### src/rtl/counter_pkg.sv
// ---------------------------------------------------------------------------
// counter_pkg
// Definitions shared by the 3-bit up/down counter and its step monitor:
// counter width, direction encodings and the monitor state type.
// ---------------------------------------------------------------------------
package counter_pkg;

  // Width of the counter value.
  localparam int CNT_W = 3;

  // Direction encodings carried on the counter's mode input.
  localparam logic MODE_UP   = 1'b0;
  localparam logic MODE_DOWN = 1'b1;

  // Frequently used counter values.
  localparam logic [CNT_W-1:0] CNT_ZERO = '0;
  localparam logic [CNT_W-1:0] CNT_ONE  = CNT_W'(1);
  localparam logic [CNT_W-1:0] CNT_MAX  = '1;

  // Monitor states.
  typedef enum logic [1:0] {
    INIT  = 2'd0,
    TRACK = 2'd1,
    FAULT = 2'd2
  } state_t;

endpackage : counter_pkg

### src/rtl/sat_counter.sv
// ---------------------------------------------------------------------------
// sat_counter
// Enable-driven event counter that sticks at all-ones instead of wrapping.
// The count is registered, so it reflects the events sampled up to and
// including the most recent clock edge.
//
// Ports:
//   clk   : rising-edge clock
//   reset : synchronous, active-high; clears the count
//   en    : count one event on this edge
//   q     : current count (W bits), saturating at all-ones
// ---------------------------------------------------------------------------
module sat_counter #(
  parameter int W = 8
) (
  input  logic         clk,
  input  logic         reset,
  input  logic         en,
  output logic [W-1:0] q
);

  localparam logic [W-1:0] Q_MAX = '1;
  localparam logic [W-1:0] Q_ONE = W'(1);

  logic [W-1:0] r_q;
  logic [W-1:0] w_q_nxt;

  // Next count: increment on enable unless already saturated.
  always_comb begin
    w_q_nxt = r_q;
    if (en && (r_q != Q_MAX)) begin
      w_q_nxt = r_q + Q_ONE;
    end else begin
      w_q_nxt = r_q;
    end
  end

  // Count register with synchronous reset.
  always_ff @(posedge clk) begin
    if (reset) begin
      r_q <= '0;
    end else begin
      r_q <= w_q_nxt;
    end
  end

  assign q = r_q;

endmodule : sat_counter

### src/rtl/count_step_monitor.sv
// ---------------------------------------------------------------------------
// count_step_monitor
// Watches a 3-bit up/down counter and checks that every sampled step is
// exactly +1 (mode up) or -1 (mode down) modulo 8. Reports legal wrap steps
// and illegal steps as one-cycle pulses with saturating event counters,
// asserts locked after a run of good steps, and enters a sticky fault after
// too many consecutive bad steps.
//
// Ports:
//   clk         : rising-edge clock shared with the counter
//   reset       : synchronous, active-high (same net as counter reset)
//   mode        : counter direction, 0 = up, 1 = down
//   count       : counter value (3 bits)
//   wrap_pulse  : one-cycle pulse on a legal 7->0 (up) or 0->7 (down) step
//   wrap_count  : saturating count of wrap events (WRAP_W bits)
//   step_error  : one-cycle pulse on an illegal step
//   error_count : saturating count of illegal steps (ERR_W bits)
//   locked      : LOCK_N consecutive good steps seen while tracking
//   fault       : sticky until reset; ERR_LIMIT consecutive bad steps seen
// ---------------------------------------------------------------------------
module count_step_monitor
  import counter_pkg::*;
#(
  parameter int WRAP_W    = 8,
  parameter int ERR_W     = 8,
  parameter int ERR_LIMIT = 3,  // legal range 1..7
  parameter int LOCK_N    = 4   // legal range 1..15
) (
  input  logic              clk,
  input  logic              reset,
  input  logic              mode,
  input  logic [CNT_W-1:0]  count,
  output logic              wrap_pulse,
  output logic [WRAP_W-1:0] wrap_count,
  output logic              step_error,
  output logic [ERR_W-1:0]  error_count,
  output logic              locked,
  output logic              fault
);

  localparam logic [3:0] LOCK_N_C    = 4'(LOCK_N);
  localparam logic [2:0] ERR_LIMIT_C = 3'(ERR_LIMIT);

  // Value the counter must show next, given its previous value and the mode
  // it was running with when that value was sampled. The counter applies a
  // new mode one edge late, so the previous mode is the one that matters.
  function automatic logic [CNT_W-1:0] predict_step(
    input logic [CNT_W-1:0] prev_count,
    input logic             prev_mode
  );
    logic [CNT_W-1:0] nxt;
    if (prev_mode == MODE_DOWN) begin
      nxt = prev_count - CNT_ONE;
    end else begin
      nxt = prev_count + CNT_ONE;
    end
    return nxt;
  endfunction

  state_t           r_state;
  state_t           w_state_nxt;
  logic [CNT_W-1:0] r_prev_count;
  logic             r_prev_mode;
  logic [3:0]       r_good_run;
  logic [3:0]       w_good_run_nxt;
  logic [2:0]       r_err_run;
  logic [2:0]       w_err_run_nxt;
  logic [2:0]       w_err_run_inc;
  logic             r_wrap_pulse;
  logic             w_wrap_pulse_nxt;
  logic             r_step_error;
  logic             w_step_error_nxt;
  logic             r_locked;
  logic             w_locked_nxt;
  logic             r_fault;
  logic             w_fault_nxt;
  logic [CNT_W-1:0] w_expected;
  logic             w_good_step;
  logic             w_wrap_step;

  assign w_expected    = predict_step(r_prev_count, r_prev_mode);
  assign w_good_step   = (count == w_expected);
  // A wrap is a good step leaving the end of the range in the direction of
  // the previous mode; a simultaneous mode change does not matter.
  assign w_wrap_step   = w_good_step &&
                         (((r_prev_mode == MODE_UP)   && (r_prev_count == CNT_MAX)) ||
                          ((r_prev_mode == MODE_DOWN) && (r_prev_count == CNT_ZERO)));
  assign w_err_run_inc = r_err_run + 3'd1;

  // Next-state and next-output decode.
  always_comb begin
    w_state_nxt      = r_state;
    w_good_run_nxt   = r_good_run;
    w_err_run_nxt    = r_err_run;
    w_wrap_pulse_nxt = 1'b0;
    w_step_error_nxt = 1'b0;
    w_locked_nxt     = r_locked;
    w_fault_nxt      = r_fault;

    case (r_state)
      INIT: begin
        // Only seeds the previous-sample registers; nothing is judged yet.
        w_state_nxt    = TRACK;
        w_good_run_nxt = 4'd0;
        w_err_run_nxt  = 3'd0;
        w_locked_nxt   = 1'b0;
        w_fault_nxt    = 1'b0;
      end

      TRACK: begin
        if (w_good_step) begin
          w_err_run_nxt = 3'd0;
          if (r_good_run < LOCK_N_C) begin
            w_good_run_nxt = r_good_run + 4'd1;
          end else begin
            w_good_run_nxt = r_good_run;
          end
          w_locked_nxt     = (w_good_run_nxt >= LOCK_N_C);
          w_wrap_pulse_nxt = w_wrap_step;
        end else begin
          w_step_error_nxt = 1'b1;
          w_good_run_nxt   = 4'd0;
          w_locked_nxt     = 1'b0;
          w_err_run_nxt    = w_err_run_inc;
          if (w_err_run_inc >= ERR_LIMIT_C) begin
            w_state_nxt = FAULT;
            w_fault_nxt = 1'b1;
          end else begin
            w_state_nxt = TRACK;
          end
        end
      end

      FAULT: begin
        // Still reports bad steps, but wraps are ignored until reset.
        w_step_error_nxt = ~w_good_step;
        w_locked_nxt     = 1'b0;
        w_fault_nxt      = 1'b1;
      end

      default: begin
        // Unreachable encoding: treat as a fault rather than resume tracking.
        w_state_nxt  = FAULT;
        w_locked_nxt = 1'b0;
        w_fault_nxt  = 1'b1;
      end
    endcase
  end

  // State, run-length, previous-sample and output registers.
  always_ff @(posedge clk) begin
    if (reset) begin
      r_state      <= INIT;
      r_prev_count <= CNT_ZERO;
      r_prev_mode  <= MODE_UP;
      r_good_run   <= 4'd0;
      r_err_run    <= 3'd0;
      r_wrap_pulse <= 1'b0;
      r_step_error <= 1'b0;
      r_locked     <= 1'b0;
      r_fault      <= 1'b0;
    end else begin
      r_state      <= w_state_nxt;
      // Always follow the actual sample so a single glitch re-syncs.
      r_prev_count <= count;
      r_prev_mode  <= mode;
      r_good_run   <= w_good_run_nxt;
      r_err_run    <= w_err_run_nxt;
      r_wrap_pulse <= w_wrap_pulse_nxt;
      r_step_error <= w_step_error_nxt;
      r_locked     <= w_locked_nxt;
      r_fault      <= w_fault_nxt;
    end
  end

  sat_counter #(.W(WRAP_W)) u_wrap_cnt (
    .clk   (clk),
    .reset (reset),
    .en    (w_wrap_pulse_nxt),
    .q     (wrap_count)
  );

  sat_counter #(.W(ERR_W)) u_err_cnt (
    .clk   (clk),
    .reset (reset),
    .en    (w_step_error_nxt),
    .q     (error_count)
  );

  assign wrap_pulse = r_wrap_pulse;
  assign step_error = r_step_error;
  assign locked     = r_locked;
  assign fault      = r_fault;

endmodule : count_step_monitor
### config.mk
export PLATFORM = sky130hd
export DESIGN_NAME = count_step_monitor
export DESIGN_NICKNAME = d
export VERILOG_FILES = /design/src/rtl/counter_pkg.sv /design/src/rtl/sat_counter.sv /design/src/rtl/count_step_monitor.sv
export SDC_FILE = /design/constraint.sdc
export NUM_CORES = 1
export LEC_CHECK = 0
export ABC_AREA = 1
export CAP_MARGIN = 10
export CORE_UTILIZATION = 25
export DETAILED_ROUTE_END_ITERATION = 16
export PLACE_DENSITY = 0.47
export SLEW_MARGIN = 20
export SYNTH_ARGS = -nofsm -noshare
export SYNTH_HDL_FRONTEND = slang
export SYNTH_SLANG_ARGS = --single-unit
### constraint.sdc
create_clock -name clk -period 3.55 [get_ports clk]
set_input_delay 1.065 -clock clk [delete_from_list [all_inputs] [get_ports clk]]
set_output_delay 1.065 -clock clk [all_outputs]
set_load 0.02 [all_outputs]
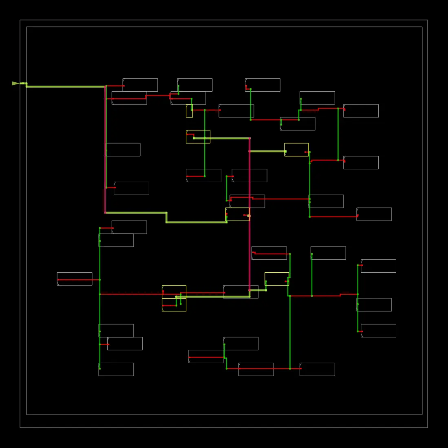
run_1/clocks.png
flip-flops: 33
Insertion Delay late pin: 0.29 ns
CTS sink cnt: 33
Num CTS Buffers: 5

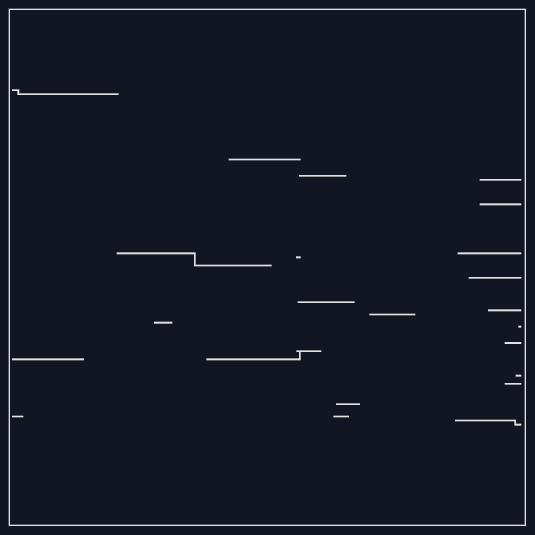
run_1/layer_met3.png
Scale: 6 px per micron.
longest straight run: 16.6 microns
main direction: horizontal
final wirelength: 3760 microns
met3 usage: 0.0375
DR vias: 1506

==> run_results.csv, run 1 <==
group,metric,value,unit
worst_setup_path,cp_slowest_cell,"clkdlybuf4s50_1",
synthesis,edf_count,0,
cells_and_area,fin_cells,355,
synthesis,top_area_cell,"dfxtp_1",
cells_and_area,combGateArea,955,sq um
worst_setup_path,worstSetupStartpointType,"register",
synthesis,top_logic_kind,"simple AND/OR/NAND/NOR gates",
drt,ant_nets,0,
cts,cts_repair_resize_count,0,
synthesis,ys_top_cells_by_area,"dfxtp_1 (38%), nand2_1 (7.7%), nor2_1 (6.6%)",
cells_and_area,largestClassByArea,"logic gates",
worst_setup_path,path_delay_family,"buffers and inverters",
global_routing,grt_pass1_wl,6550,microns
synthesis,simple_gate_share,0.310,
cells_and_area,final_nets,274,
floorplan,io_pins,26,
cts,clockRootBuffer,"clkbuf_8",
synthesis,ys_chip_area,0.00175,sq mm
pwr,p_per_area,503,mW/mm^2
drt,vias_per_cell,4.24,
synthesis,netlist_instances,231,
drt,top_layer,"met4",
synthesis,top_cell,"nand2_1",
outcome,outcome,"finished clean",
synthesis,top_area_frac,0.377,
placement,dpl_worst_slack,0.895,ns
final_timing,whs,0.456,ns
global_routing,grt_util_met1,0.148,
synthesis,synth-xor-area-share,0.0699,
global_routing,grt_max_degree,14,
pwr,power_frac_clock,0.261,
hold_path,min_path_type,"reg2reg",
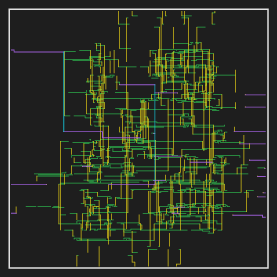
run_1/wires.png
Scale: 3 px per micron.
[metal 2] yellow | wire length: 1650 microns
[metal 4] cyan | wire length: 58.5 microns
[metal 1] green | wire length: 1870 microns
[metal 3] purple | wire length: 179 microns
All-Layer GR Usage: 0.115
post-DR wirelength/cell: 10.6 microns

==> run 1 -> run 2 <==
Clock period 3.55 ns to 2.4 ns, I/O delays scaled along.
==> run 2 against run 1 <==
Area after synthesis is the same. Synthesized cell count is the same. Critical endpoint unchanged. Clock skew is essentially flat. Cell area up 0.34%. Non-clock buffer count increased by 1. Register-to-register slack lost 1.2 ns. First-iteration DRC count grew 34%. Setup slack got worse by 0.80 ns.
==> run_results.csv, run 2 <==
group,metric,value,unit
drt,wl_per_cell,10.4,microns
synthesis,top_area_frac,0.377,
synthesis,top_logic_kind,"simple AND/OR/NAND/NOR gates",
synthesis,ys_chip_area,0.00175,sq mm
synthesis,top_cell,"nand2_1",
cells_and_area,final_nets,275,
synthesis,edf_count,0,
floorplan,io_pins,26,
pwr,p_per_area,745,mW/mm^2
synthesis,synth-xor-area-share,0.0699,
global_routing,grt_pass1_wl,6330,microns
worst_setup_path,crit_buf_inv,1,
worst_setup_path,cp_slowest_cell,"clkdlybuf4s50_1",
cells_and_area,combGateArea,955,sq um
synthesis,ys_top_cells_by_area,"dfxtp_1 (38%), nand2_1 (7.7%), nor2_1 (6.6%)",
hold_path,min_path_type,"reg2reg",
outcome,outcome,"finished clean",
cts,cts.sinks,33,
synthesis,simple_gate_share,0.310,
cts,clockRootBuffer,"clkbuf_8",
global_routing,grt_util_met1,0.140,
cts,clk_latency,0.29,ns
placement,dpl_worst_slack,0.0861,ns
drt,vias_per_cell,4.13,
cts,cts_repair_resize_count,0,
cts,cts_buffers,5,
worst_setup_path,path_delay_family,"buffers and inverters",
global_routing,use_met3,0.0395,
cells_and_area,largestClassByArea,"logic gates",
synthesis,top_area_cell,"dfxtp_1",
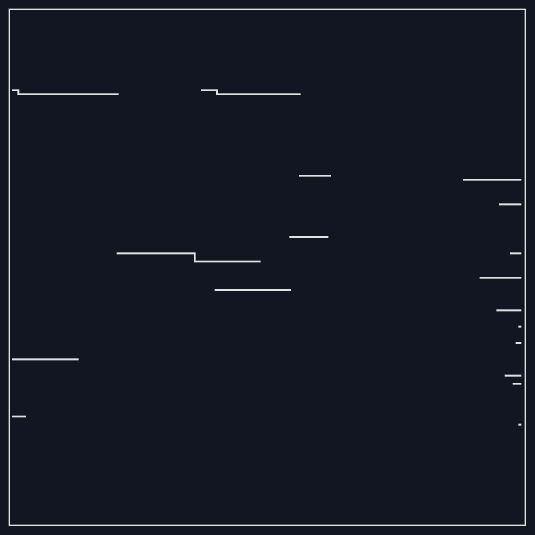
run_2/layer_met3.png
Scale: 6 px per micron.
longest straight run: 16.6 microns
main direction: horizontal
final wirelength: 3720 microns
DR vias: 1472

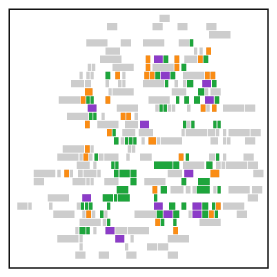
run_2/logic_types.png
Scale: 3 px per micron.
[inverting AOI/OAI gates] orange | cells: 32 | most used: a21oi_1
[NAND gates] green | cells: 70 | most used: nand2_1
[XOR/XNOR gates] purple | cells: 14 | most used: xnor2_1
post-route insts no fill: 356
Top cell excl fill/tap: nand2_1

No activity file was given, so power comes from the tool's default toggle rates.
